<file path="src/rtl/lif_neuron_array.sv">
// rtl/lif_neuron_array.sv - time-multiplexed leaky integrate-and-fire neuron array
// Round-robin membrane update per accepted sample through a two-stage pipeline.
module lif_neuron_array #(
    parameter int N_NEURONS = 8,
    parameter int V_W       = 16,
    parameter int I_W       = 8,
    parameter int I_SHIFT   = 6,
    parameter int REF_W     = 4
) (
    input  logic                         clk,
    input  logic                         rst,
    input  logic                         cfg_we,
    input  logic [1:0]                   cfg_addr,
    input  logic [V_W-1:0]               cfg_data,
    input  logic                         cfg_go,
    input  logic                         cfg_stop,
    input  logic                         in_valid,
    output logic                         in_ready,
    input  logic [I_W-1:0]               in_i,
    output logic                         out_valid,
    output logic [$clog2(N_NEURONS)-1:0] out_idx,
    output logic [V_W-1:0]               out_v,
    output logic                         out_spike,
    output logic                         busy
);
    localparam int IDX_W = $clog2(N_NEURONS);
    localparam int P_W   = 2 * (V_W + 1);
    localparam int S_W   = P_W + I_W + I_SHIFT;

    typedef enum logic [1:0] {ST_IDLE, ST_INIT, ST_RUN} state_t;

    state_t            state_q, state_d;
    logic [IDX_W-1:0]  ptr_q, ptr_d;
    logic [IDX_W-1:0]  init_cnt_q, init_cnt_d;
    logic [V_W-1:0]    e_rest_q, e_rest_d;
    logic [V_W-1:0]    e_tau_q, e_tau_d;
    logic [V_W-1:0]    v_th_q, v_th_d;
    logic [REF_W-1:0]  t_ref_q, t_ref_d;

    logic              s1_valid_q, s1_valid_d;
    logic [IDX_W-1:0]  s1_idx_q, s1_idx_d;
    logic [I_W-1:0]    s1_in_q, s1_in_d;

    logic                  s2_valid_q, s2_valid_d;
    logic [IDX_W-1:0]      s2_idx_q, s2_idx_d;
    logic [I_W-1:0]        s2_in_q, s2_in_d;
    logic signed [P_W-1:0] s2_p_q, s2_p_d;
    logic [REF_W-1:0]      s2_ref_q, s2_ref_d;

    logic              out_valid_q, out_valid_d;
    logic [IDX_W-1:0]  out_idx_q, out_idx_d;
    logic [V_W-1:0]    out_v_q, out_v_d;
    logic              out_spike_q, out_spike_d;

    logic [V_W-1:0]    v_mem [N_NEURONS];
    logic [REF_W-1:0]  ref_mem [N_NEURONS];
    logic              wr_en;
    logic [IDX_W-1:0]  wr_idx;
    logic [V_W-1:0]    wr_v;
    logic [REF_W-1:0]  wr_ref;

    logic                  accept;
    logic [V_W-1:0]        rd_v;
    logic signed [V_W:0]   diff;
    logic signed [P_W-1:0] diff_x, tau_x, prod;
    logic signed [S_W-1:0] sum;
    logic [V_W-1:0]        sat_v;
    logic                  fire;
    logic [V_W-1:0]        new_v;
    logic [REF_W-1:0]      new_ref;
    logic                  new_spike;

    assign in_ready  = (state_q == ST_RUN);
    assign busy      = (state_q != ST_IDLE);
    assign out_valid = out_valid_q;
    assign out_idx   = out_idx_q;
    assign out_v     = out_v_q;
    assign out_spike = out_spike_q;
    assign accept    = in_valid && in_ready;

    // Stage 2 reads the membrane one cycle after acceptance, so with N >= 2 the
    // previous write-back of the same neuron has always landed already.
    always_comb begin
        rd_v     = v_mem[s1_idx_q];
        diff     = $signed({rd_v[V_W-1], rd_v}) - $signed({e_rest_q[V_W-1], e_rest_q});
        diff_x   = P_W'(diff);
        tau_x    = $signed(P_W'(e_tau_q));
        prod     = diff_x * tau_x;
        s2_p_d   = prod >>> 8;
        s2_ref_d = ref_mem[s1_idx_q];
    end

    always_comb begin
        sum = S_W'($signed(e_rest_q)) + S_W'({s2_in_q, {I_SHIFT{1'b0}}}) + S_W'(s2_p_q);
        if (sum[S_W-1:V_W-1] == {(S_W-V_W+1){sum[S_W-1]}}) begin
            sat_v = sum[V_W-1:0];
        end else begin
            sat_v = sum[S_W-1] ? {1'b1, {(V_W-1){1'b0}}} : {1'b0, {(V_W-1){1'b1}}};
        end
        fire      = ($signed(sat_v) >= $signed(v_th_q));
        new_v     = sat_v;
        new_ref   = '0;
        new_spike = 1'b0;
        if (s2_ref_q != '0) begin
            new_v   = e_rest_q;
            new_ref = s2_ref_q - REF_W'(1);
        end else if (fire) begin
            new_v     = e_rest_q;
            new_ref   = t_ref_q;
            new_spike = 1'b1;
        end
    end

    always_comb begin
        state_d     = state_q;
        ptr_d       = ptr_q;
        init_cnt_d  = init_cnt_q;
        e_rest_d    = e_rest_q;
        e_tau_d     = e_tau_q;
        v_th_d      = v_th_q;
        t_ref_d     = t_ref_q;
        s1_valid_d  = accept;
        s1_idx_d    = s1_idx_q;
        s1_in_d     = s1_in_q;
        s2_valid_d  = s1_valid_q;
        s2_idx_d    = s1_idx_q;
        s2_in_d     = s1_in_q;
        out_valid_d = s2_valid_q;
        out_idx_d   = out_idx_q;
        out_v_d     = out_v_q;
        out_spike_d = out_spike_q;
        wr_en       = 1'b0;
        wr_idx      = s2_idx_q;
        wr_v        = new_v;
        wr_ref      = new_ref;

        case (state_q)
            ST_IDLE: begin
                if (cfg_we) begin
                    case (cfg_addr)
                        2'd0:    e_rest_d = cfg_data;
                        2'd1:    e_tau_d  = cfg_data;
                        2'd2:    v_th_d   = cfg_data;
                        default: t_ref_d  = cfg_data[REF_W-1:0];
                    endcase
                end
                if (cfg_go) begin
                    state_d    = ST_INIT;
                    ptr_d      = '0;
                    init_cnt_d = '0;
                end
            end
            ST_INIT: begin
                wr_en      = 1'b1;
                wr_idx     = init_cnt_q;
                wr_v       = e_rest_q;
                wr_ref     = '0;
                init_cnt_d = init_cnt_q + IDX_W'(1);
                if (init_cnt_q == IDX_W'(N_NEURONS - 1)) begin
                    state_d = ST_RUN;
                end
            end
            ST_RUN: begin
                if (accept) begin
                    s1_idx_d = ptr_q;
                    s1_in_d  = in_i;
                    ptr_d    = (ptr_q == IDX_W'(N_NEURONS - 1)) ? '0 : ptr_q + IDX_W'(1);
                end
            end
            default: state_d = ST_IDLE;
        endcase

        if (s2_valid_q) begin
            wr_en       = 1'b1;
            out_idx_d   = s2_idx_q;
            out_v_d     = new_v;
            out_spike_d = new_spike;
        end

        // Stop drops everything in flight, including the write-back on this edge.
        if (cfg_stop) begin
            state_d     = ST_IDLE;
            s1_valid_d  = 1'b0;
            s2_valid_d  = 1'b0;
            out_valid_d = 1'b0;
            wr_en       = 1'b0;
            out_idx_d   = out_idx_q;
            out_v_d     = out_v_q;
            out_spike_d = out_spike_q;
        end
    end

    always_ff @(posedge clk) begin
        if (rst) begin
            state_q     <= ST_IDLE;
            ptr_q       <= '0;
            init_cnt_q  <= '0;
            e_rest_q    <= '0;
            e_tau_q     <= '0;
            v_th_q      <= '0;
            t_ref_q     <= '0;
            s1_valid_q  <= 1'b0;
            s1_idx_q    <= '0;
            s1_in_q     <= '0;
            s2_valid_q  <= 1'b0;
            s2_idx_q    <= '0;
            s2_in_q     <= '0;
            s2_p_q      <= '0;
            s2_ref_q    <= '0;
            out_valid_q <= 1'b0;
            out_idx_q   <= '0;
            out_v_q     <= '0;
            out_spike_q <= 1'b0;
        end else begin
            state_q     <= state_d;
            ptr_q       <= ptr_d;
            init_cnt_q  <= init_cnt_d;
            e_rest_q    <= e_rest_d;
            e_tau_q     <= e_tau_d;
            v_th_q      <= v_th_d;
            t_ref_q     <= t_ref_d;
            s1_valid_q  <= s1_valid_d;
            s1_idx_q    <= s1_idx_d;
            s1_in_q     <= s1_in_d;
            s2_valid_q  <= s2_valid_d;
            s2_idx_q    <= s2_idx_d;
            s2_in_q     <= s2_in_d;
            s2_p_q      <= s2_p_d;
            s2_ref_q    <= s2_ref_d;
            out_valid_q <= out_valid_d;
            out_idx_q   <= out_idx_d;
            out_v_q     <= out_v_d;
            out_spike_q <= out_spike_d;
        end
    end

    // Neuron state is not reset; INIT establishes it.
    always_ff @(posedge clk) begin
        if (wr_en && !rst) begin
            v_mem[wr_idx]   <= wr_v;
            ref_mem[wr_idx] <= wr_ref;
        end
    end
endmodule

</file>
<file path="config.mk">
export PLATFORM = sky130hd
export DESIGN_NAME = lif_neuron_array
export DESIGN_NICKNAME = d
export VERILOG_FILES = /design/src/rtl/lif_neuron_array.sv
export SDC_FILE = /design/constraint.sdc
export NUM_CORES = 1
export LEC_CHECK = 0
export CAP_MARGIN = 15
export CORE_MARGIN = 2
export CORE_UTILIZATION = 50
export DETAILED_ROUTE_END_ITERATION = 8
export HOLD_SLACK_MARGIN = 0.02
export PLACE_DENSITY = 0.81
export SYNTH_ARGS = -nofsm -noshare
export SYNTH_HDL_FRONTEND = slang
export SYNTH_SLANG_ARGS = --single-unit
</file>
<file path="constraint.sdc">
create_clock -name clk -period 8.76 [get_ports clk]
set_input_delay 1.314 -clock clk [delete_from_list [all_inputs] [get_ports clk]]
set_output_delay 1.314 -clock clk [all_outputs]
set_load 0.01 [all_outputs]
</file>
==> impl_metrics.tcl <==
# place-and-route summary
set metrics [dict create \
    status "finished with violations" \
    violations "setup timing" \
    clkCellAreaFrac 0.0360 \
    setup_viol 9 \
    nets 3070 \
    largestRegisters "v_mem x128, ref_mem x32, s2_p_q x26" \
    comb-cell-share 0.550 \
    viasPerCell 5.68 \
    leakage_uw 0.0126 \
    drive_gt1_frac 0.149 \
    pwr-share-clk 0.327 \
    placed_cells 3196 \
    cts_tree "built" \
    drc_errors 0 \
    nClkBuffers 31 \
    met1Wirelength_um 26100 \
    layout_setup_ws_ns -0.123 \
    end_kind "flip-flop" \
    switching_share 0.323 \
    core_um2 48800 \
    largest_class "logic gates" \
    stdcell_area_um2 28600 \
    drt_first_pass_iters 6 \
    routed_wirelength_um 65600 \
    endpoint "s2_p_q[25]$_SDFF_PP0_" \
    rr_worst_depth 36 \
    root_buffer "clkbuf_16" \
    port_buffers 54 \
    cts_hold_buf 0 \
    rows 81 \
    ys_area_um2 24700 \
    grtUsageMet1 0.343 \
    synth-main-ff-cell "edfxtp_1" \
    numCtsBuffers 29 \
    cp_data_arrival_time_ns 9.31 \
    grtUsageTotal 0.258 \
    overflow 0 \
    maxCapViolCount 0 \
    edf_count 160 \
    flops 298 \
    die_x_um 226 \
    seq_share 0.265 \
    clock.fmax_mhz 113 \
    ir_drop_mv 0.226 \
    maxSlewHeadroom 0.217 \
    antenna_found_initial 4 \
    pwr-share-seq 0.388 \
    hold_viol 0 \
    ys_types 72 \
    syn_area_per_cell_um2 10.1 \
    comb_area_um2 15700 \
    vias 18600 \
    synth_cells 2444 \
    postSynthSeqShare 0.306 \
    synth_stat.cells 2444 \
    path_class "reg -> reg" \
    async_flop_share 0 \
    cp_slowest_stage_delay_ns 0.54 \
    globalplace.congestion 0.972 \
    dpl.hpwl_um 48900 \
]
[cells in the final DEF, fill, tap and decap left out, drive strengths merged, types with 9 or more instances in the layout]
cell type / Yosys / layout
o21ai: 63 / 63
nand3b: 14 / 14
mux2i: 30 / 30
fa: 281 / 281
clkbuf: 101 / 32
and3: 11 / 11
a32oi: 11 / 11
edfxtp: 160 / 160
nand2: 280 / 280
nand3: 22 / 22
inv: 388 / 390
nor4: 15 / 15
and3b: 10 / 10
a31oi: 9 / 9
o21a: 10 / 10
o31ai: 16 / 16
nor3: 53 / 53
and2: 113 / 113
clkdlybuf4s50: 0 / 53
ha: 166 / 166
nand2b: 17 / 17
a21o: 16 / 16
mux2: 19 / 19
clkinv: 0 / 12
a211oi: 24 / 24
xnor2: 40 / 40
dfxtp: 138 / 138
buf: 11 / 174
mux4: 40 / 40
nor2: 99 / 99
or3: 15 / 15
nor2b: 43 / 43
a21oi: 131 / 131
xor2: 20 / 20
[cell families (layout without fill, tap and decap cells)]
family / after synthesis / after routing / share of synthesized area
adders and majority gates: 452 / 452 / 0.314
buffers and inverters: 500 / 670 / 0.0766
other: 0 / 3 / 0
AOI/OAI and AO/OA: 331 / 331 / 0.0840
and+or+nand+nor: 714 / 714 / 0.141
xor gates and xnor gates: 60 / 60 / 0.0216
muxes: 89 / 89 / 0.0572
DFF: 298 / 298 / 0.306
[critical path: cells and delay by family (launching register included)]
| kind | cells | cell delay [ns] |
|---|---|---|
| adder cells (fa/ha/maj) | 8 | 3.49 |
| AND-OR/OR-AND | 11 | 2.33 |
| AND/OR/NAND/NOR | 6 | 0.99 |
| multiplexers | 2 | 0.72 |
| buffers and inverters | 7 | 0.53 |
| flip-flops | 1 | 0.39 |
| XOR/XNOR | 2 | 0.29 |
Fig. 1: metal 1
Drawn at 1.5 px/um.
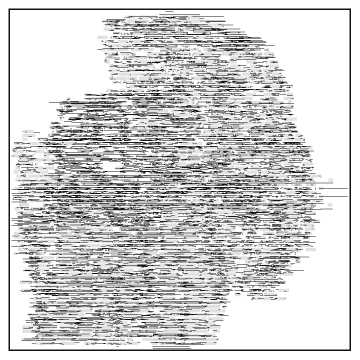
longest straight run = 43.2 um
main direction = horizontal
nets with wire on the layer = 2,894
share of all routed wire = 40%
wire length on this layer = 26.1 mm

Fig. 2: met2 routing
Drawn at 2 px/um.
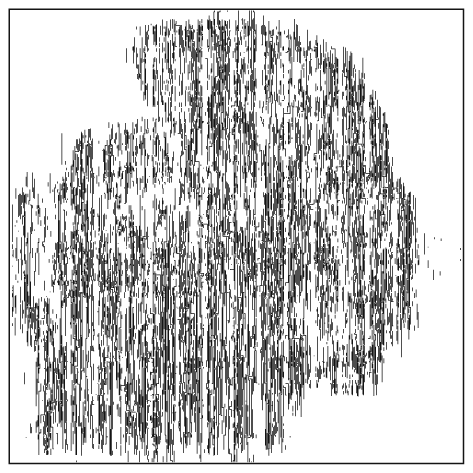
nets with wire on the layer = 2,666
main direction = vertical

Fig. 3: the metal 3 layer
Drawn at 1 px/um.
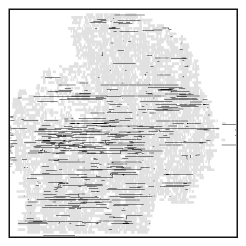
longest straight run = 86.3 um
wire length on this layer = 5,220 um
main direction = horizontal
nets with wire on the layer = 287

Power is estimated from default activity; no workload was simulated.
